===== src/rtl/uart_rx_fifo.sv =====
// 8N1 UART receiver with a first-word fall-through byte FIFO for CPU loads.
// Define UART_RX_PARITY_EN for 8E1 frames and a sticky parity_err output.
module uart_rx_fifo #(
    parameter int CLK_HZ     = 27000000,
    parameter int BAUD       = 115200,
    parameter int FIFO_DEPTH = 16
) (
    input  logic                          clk,
    input  logic                          rst,
    input  logic                          uart_rx,
    input  logic                          rd_en,
    input  logic                          clr_err,
    output logic [7:0]                    rd_data,
    output logic                          rx_empty,
    output logic [$clog2(FIFO_DEPTH):0]   rx_count,
    output logic                          overrun,
    output logic                          frame_err
`ifdef UART_RX_PARITY_EN
    ,
    output logic                          parity_err
`endif
);

    localparam int CLKS_PER_BIT = CLK_HZ / BAUD;
    localparam int CNT_W        = $clog2(CLKS_PER_BIT);
    localparam int PTR_W        = $clog2(FIFO_DEPTH);

    localparam logic [CNT_W-1:0] FULL_RELOAD = CNT_W'(CLKS_PER_BIT - 1);
    localparam logic [CNT_W-1:0] HALF_RELOAD = CNT_W'(CLKS_PER_BIT / 2 - 1);
    localparam logic [PTR_W:0]   FULL_COUNT  = (PTR_W + 1)'(FIFO_DEPTH);

    typedef enum logic [2:0] {
        S_IDLE,
        S_START,
        S_DATA,
        S_PARITY,
        S_STOP
    } state_t;

    state_t             state_q, state_d;
    logic               sync1_q, sync1_d;
    logic               rxs_q, rxs_d;
    logic               rxs_prev_q, rxs_prev_d;
    logic [CNT_W-1:0]   cnt_q, cnt_d;
    logic [2:0]         idx_q, idx_d;
    logic [7:0]         shift_q, shift_d;
    logic [PTR_W-1:0]   wr_ptr_q, wr_ptr_d;
    logic [PTR_W-1:0]   rd_ptr_q, rd_ptr_d;
    logic [PTR_W:0]     count_q, count_d;
    logic               overrun_q, overrun_d;
    logic               frame_err_q, frame_err_d;
`ifdef UART_RX_PARITY_EN
    logic               par_bad_q, par_bad_d;
    logic               parity_err_q, parity_err_d;
    logic               set_parity;
`endif
    logic [7:0]         mem_q [FIFO_DEPTH];

    logic               cnt_zero;
    logic               push_req;
    logic               push;
    logic               pop;
    logic               full;
    logic               set_frame;

    assign cnt_zero = (cnt_q == '0);
    assign full     = (count_q == FULL_COUNT);
    assign pop      = rd_en && (count_q != '0);
    assign push     = push_req && (!full || pop);

    always_comb begin
        // NOTE: every signal assigned here gets a default first so no latch is inferred.
        state_d      = state_q;
        cnt_d        = cnt_q;
        idx_d        = idx_q;
        shift_d      = shift_q;
        push_req     = 1'b0;
        set_frame    = 1'b0;
`ifdef UART_RX_PARITY_EN
        par_bad_d    = par_bad_q;
        set_parity   = 1'b0;
`endif
        sync1_d      = uart_rx;
        rxs_d        = sync1_q;
        rxs_prev_d   = rxs_q;

        // Start only on a high-to-low transition so a held-low break cannot retrigger.
        case (state_q)
            S_IDLE: begin
                if (rxs_prev_q && !rxs_q) begin
                    state_d = S_START;
                    cnt_d   = HALF_RELOAD;
                end
            end
            S_START: begin
                if (!cnt_zero) begin
                    cnt_d = cnt_q - 1'b1;
                end else if (rxs_q) begin
                    state_d = S_IDLE;
                end else begin
                    state_d = S_DATA;
                    cnt_d   = FULL_RELOAD;
                    idx_d   = 3'd0;
                end
            end
            S_DATA: begin
                if (!cnt_zero) begin
                    cnt_d = cnt_q - 1'b1;
                end else begin
                    shift_d[idx_q] = rxs_q;
                    cnt_d          = FULL_RELOAD;
                    idx_d          = idx_q + 1'b1;
                    if (idx_q == 3'd7) begin
`ifdef UART_RX_PARITY_EN
                        state_d = S_PARITY;
`else
                        state_d = S_STOP;
`endif
                    end
                end
            end
`ifdef UART_RX_PARITY_EN
            S_PARITY: begin
                if (!cnt_zero) begin
                    cnt_d = cnt_q - 1'b1;
                end else begin
                    par_bad_d = ^{shift_q, rxs_q};
                    cnt_d     = FULL_RELOAD;
                    state_d   = S_STOP;
                end
            end
`endif
            S_STOP: begin
                if (!cnt_zero) begin
                    cnt_d = cnt_q - 1'b1;
                end else begin
                    state_d = S_IDLE;
`ifdef UART_RX_PARITY_EN
                    set_frame  = !rxs_q;
                    set_parity = par_bad_q;
                    push_req   = rxs_q && !par_bad_q;
`else
                    set_frame  = !rxs_q;
                    push_req   = rxs_q;
`endif
                end
            end
            default: state_d = S_IDLE;
        endcase

        wr_ptr_d = push ? wr_ptr_q + 1'b1 : wr_ptr_q;
        rd_ptr_d = pop  ? rd_ptr_q + 1'b1 : rd_ptr_q;
        case ({push, pop})
            2'b10:   count_d = count_q + 1'b1;
            2'b01:   count_d = count_q - 1'b1;
            default: count_d = count_q;
        endcase

        // A set in the same cycle as clr_err wins.
        overrun_d    = (overrun_q && !clr_err) || (push_req && full && !pop);
        frame_err_d  = (frame_err_q && !clr_err) || set_frame;
`ifdef UART_RX_PARITY_EN
        parity_err_d = (parity_err_q && !clr_err) || set_parity;
`endif
    end

    always_ff @(posedge clk) begin
        // NOTE: sequential state uses non-blocking assignments only.
        if (rst) begin
            state_q      <= S_IDLE;
            sync1_q      <= 1'b1;
            rxs_q        <= 1'b1;
            rxs_prev_q   <= 1'b1;
            cnt_q        <= '0;
            idx_q        <= '0;
            shift_q      <= '0;
            wr_ptr_q     <= '0;
            rd_ptr_q     <= '0;
            count_q      <= '0;
            overrun_q    <= 1'b0;
            frame_err_q  <= 1'b0;
`ifdef UART_RX_PARITY_EN
            par_bad_q    <= 1'b0;
            parity_err_q <= 1'b0;
`endif
        end else begin
            state_q      <= state_d;
            sync1_q      <= sync1_d;
            rxs_q        <= rxs_d;
            rxs_prev_q   <= rxs_prev_d;
            cnt_q        <= cnt_d;
            idx_q        <= idx_d;
            shift_q      <= shift_d;
            wr_ptr_q     <= wr_ptr_d;
            rd_ptr_q     <= rd_ptr_d;
            count_q      <= count_d;
            overrun_q    <= overrun_d;
            frame_err_q  <= frame_err_d;
`ifdef UART_RX_PARITY_EN
            par_bad_q    <= par_bad_d;
            parity_err_q <= parity_err_d;
`endif
        end
    end

    // NOTE: the storage array has no reset; occupancy gates every read of it.
    always_ff @(posedge clk) begin
        if (push) begin
            mem_q[wr_ptr_q] <= shift_q;
        end
    end

    assign rd_data   = (count_q == '0) ? 8'h00 : mem_q[rd_ptr_q];
    assign rx_empty  = (count_q == '0);
    assign rx_count  = count_q;
    assign overrun   = overrun_q;
    assign frame_err = frame_err_q;
`ifdef UART_RX_PARITY_EN
    assign parity_err = parity_err_q;
`endif

endmodule


===== config.mk =====
export PLATFORM = sky130hd
export DESIGN_NAME = uart_rx_fifo
export DESIGN_NICKNAME = d
export VERILOG_FILES = /design/src/rtl/uart_rx_fifo.sv
export SDC_FILE = /design/constraint.sdc
export NUM_CORES = 1
export LEC_CHECK = 0
export CORE_MARGIN = 4
export CORE_UTILIZATION = 60
export DETAILED_ROUTE_END_ITERATION = 16
export PLACE_DENSITY = 0.87
export SLEW_MARGIN = 20
export SYNTH_ARGS = -nofsm -noshare
export SYNTH_HDL_FRONTEND = slang
export SYNTH_SLANG_ARGS = --single-unit

===== constraint.sdc =====
create_clock -name clk -period 5 [get_ports clk]
set_input_delay 0.5 -clock clk [delete_from_list [all_inputs] [get_ports clk]]
set_output_delay 0.5 -clock clk [all_outputs]
set_load 0.01 [all_outputs]

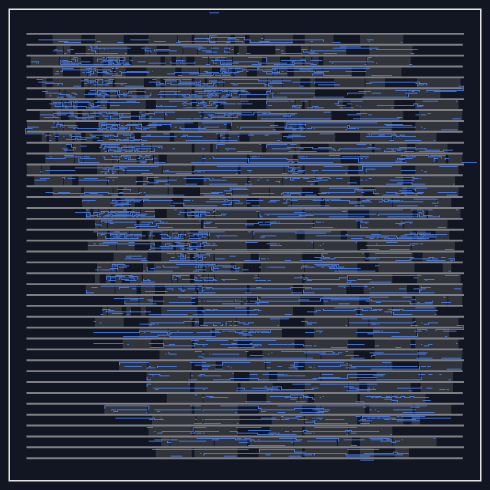
Fig. 1. M1 wires (run 1).
Drawn at 4 px/µm. Supply wires on this layer in grey.
main direction = horizontal
share of all routed wire = 38%
total wire length: 14300 µm
met1 global-route usage: 29.4%
count of vias placed by the detailed router: 4065

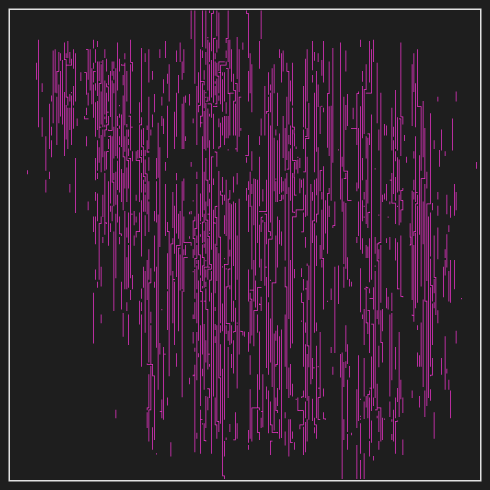
Fig. 2. The metal 2 layer (run 1).
Drawn at 4 px/µm.
nets with wire on the layer = 431
main direction = vertical
wire length on this layer = 7240 µm
share of all routed wire = 51%
longest straight run = 50.0 µm
GR met2 Demand/Resource: 34.8%

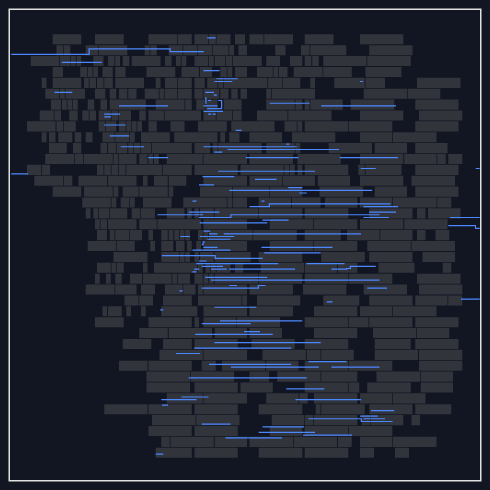
Fig. 3. The metal 3 layer (run 1).
Drawn at 4 px/µm.
longest straight run = 41.9 µm
share of all routed wire = 7.8%
GR Util met3: 4.52%

==> run notes, run 1 <==
The synthesis and place-and-route flow finished, so here is a summary.

The reported sequential group power is 0.00166 W. Post-CTS repair changed the size of 0 cells. Entering global routing, the biggest net connects 45 pins. Counting every instance in the synthesized netlist gives 466. The longest incremental delay of any stage on the critical path is reported as 0.78 ns. Per the layout report, the design carries 706 filler cells. The combinational group share of total power came out at 22.8%. The final clock period utilization by the worst path came out at 76.6%. For this run, the leading register cell type out of synthesis is sky130_fd_sc_hd__edfxtp_1. The number of antenna repair diodes is 0.

The count of unresolved DRC violations after routing came out at 0. The run finished with clean final reports. The setup TNS came out at 0 ns. The mean routed wirelength per cell came out at 22.6 µm. The biggest fanout along the worst timing path is 20. The initial standard-cell utilization of the core came out at 62.2%.

The row count is 39. The hold violation total from the final report is 0. In the synthesized netlist, mux cells make up 15.0% of the area. The post-synthesis simple-gate area fraction is 9.69%.

Sorting the synthesized cells by how often they occur yields sky130_fd_sc_hd__edfxtp_1 (128), sky130_fd_sc_hd__nor2_1 (55), sky130_fd_sc_hd__dfxtp_1 (44), sky130_fd_sc_hd__mux4_2 (40), sky130_fd_sc_hd__clkbuf_1 (19). The count of buffers inserted at the top-level ports came out at 20. The number of flops mapped to enable cells by yosys came out at 128. The number of flip-flops under the largest register name is 128. The worst hold path belongs to the class reg -> reg. The number of distinct standard cells referenced by the synthesized netlist is 51. After Yosys synthesis, XOR and XNOR cells account for 0.974% of the synthesized area.

The total CTS buffers came out at 17. The global-route total usage across every layer came out at 21.9%. TritonCTS built the clock tree. The number of max-slew violations in the final report is 0. The area of the multi-input gates came out at 2340 µm².

The largest register by flop count is mem_q. The commonest non-fill, non-tap cell in the layout is sky130_fd_sc_hd__edfxtp_1. The wire-length estimate of the detail-placed layout is 8870 µm.

The buffering overhead came out at 2.67%. The area added between synthesis and finish is 11.8%. Once placement completed, the tool counted placed cells totaling 602. STA lists the startpoint of the worst register-to-register path as cnt_q[0].

The non-clock inverters instantiated in the layout total 8. The detailed route wirelength on metal2 is 7240 µm. After synthesis, the share of flip-flops with an asynchronous set or reset is 0%. By area, the class that comes first in the final layout consists of sequential cells. Hold analysis shows the worst path with a depth of 1.

The cell taking the most area after synthesis is sky130_fd_sc_hd__edfxtp_1. After clock tree synthesis, the setup repair step added 0 buffers.
--- run 2 (diff from run 1) ---
- CORE_UTILIZATION: 60 -> 55
- PLACE_DENSITY: 0.87 -> 0.84
- clock period: 5 -> 3.1 ns (I/O delays scaled with it)
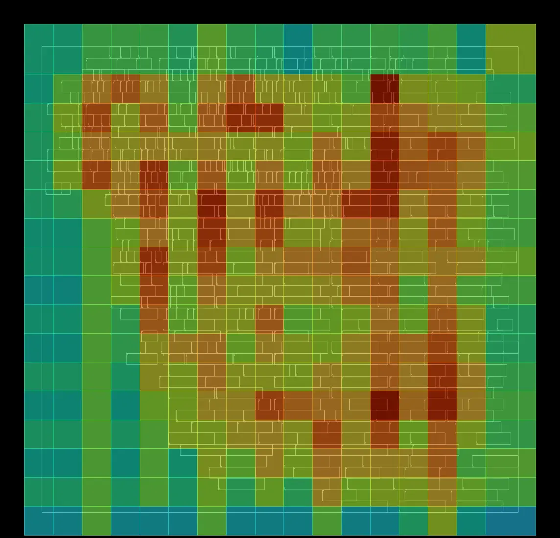
Fig. 4. Congestion heat map (run 2).
GRT Total Usage: 20.3%
most used routing layer: met2
met1 global-route usage: 25.6%
GR met2 Demand/Resource: 34.1%
GR Util met3: 5.12%

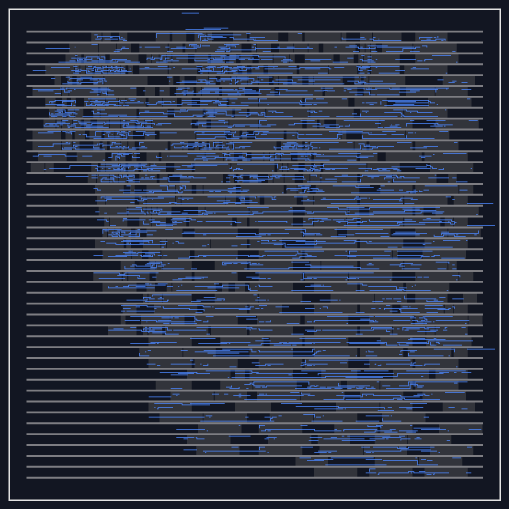
Fig. 5. M1 wires (run 2).
Drawn at 4 px/µm. Supply wires on this layer in grey.
share of all routed wire = 40%
main direction = horizontal
longest straight run = 34.0 µm
nets with wire on the layer = 488
wire length on this layer = 5760 µm
total wire length: 14400 µm
count of vias placed by the detailed router: 4159

==> run 2 against run 1 <==
Core utilization fell by 4.0 points; synthesized area did not move; synthesized cell count did not move; non-clock buffer count rose by 24; cell area rose by 3.6%; routed wire length rose by 0.53%; critical path depth did not move; critical endpoint is now rd_data[5]; register-to-register slack got worse by 1.5 ns; via count rose by 2.3%; clock power rose by 79%.
==> run notes, run 2 <==
The synthesis and place-and-route flow finished, so here is a summary.

The run finished with clean final reports. The synthesized netlist devotes 0.974% of its cell area to XOR and XNOR gates. Leaving out fill and tap cells, the most frequent cell in the layout is sky130_fd_sc_hd__edfxtp_1. The mean routed wirelength per cell came out at 21.0 µm. The combinational group share of total power came out at 24.9%. The number of max-slew violations in the final report is 0. The count of non-CTS inverters in the layout came out at 8.

Counting every instance in the synthesized netlist gives 466. The final clock period utilization by the worst path came out at 96.8%. TritonCTS built the clock tree. The number of antenna diodes in the final layout is 0. The area of the multi-input gates came out at 2320 µm².

For reference, the final report shows the hold violation count at 0. In this run the post-CTS setup repair buffer count came out at 0. After filler insertion, the fill cell instance count of the layout stands at 872. The setup TNS came out at 0 ns. The async set-or-reset flop fraction in the synthesized netlist is 0%.

The reg-to-reg critical path startpoint is cnt_q[0]. The number of flops mapped to enable cells by yosys came out at 128. mem_q holds more flip-flops than any other register.

The detailed router reports a met2 wire length of 7690 µm. The total CTS buffers is 17. The maximum number of pins on one net before global-route repair is 45.

The cell total after placement came out at 654. The number of flip-flops under the largest register name is 128. The count of unresolved DRC violations after routing is 0. Multiplexer cells account for 15.0% of the synthesized area. The biggest fanout along the worst timing path is 16. The cell-mix breakdown from Yosys lists the simple-gate area share as 9.69%. The report lists the number of cells resized after CTS as 0. The cell taking the most area after synthesis is sky130_fd_sc_hd__edfxtp_1. The top flip-flop cell by instance count after synthesis is sky130_fd_sc_hd__edfxtp_1.
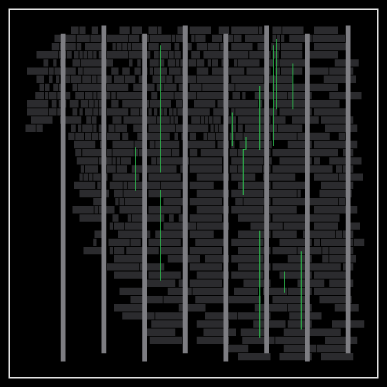
Fig. 6. Metal 4 (run 2).
Drawn at 3 px/µm. Supply wires on this layer in grey.
nets with wire on the layer = 9
share of all routed wire = 1.9%

Power and IR drop assume default switching activity.
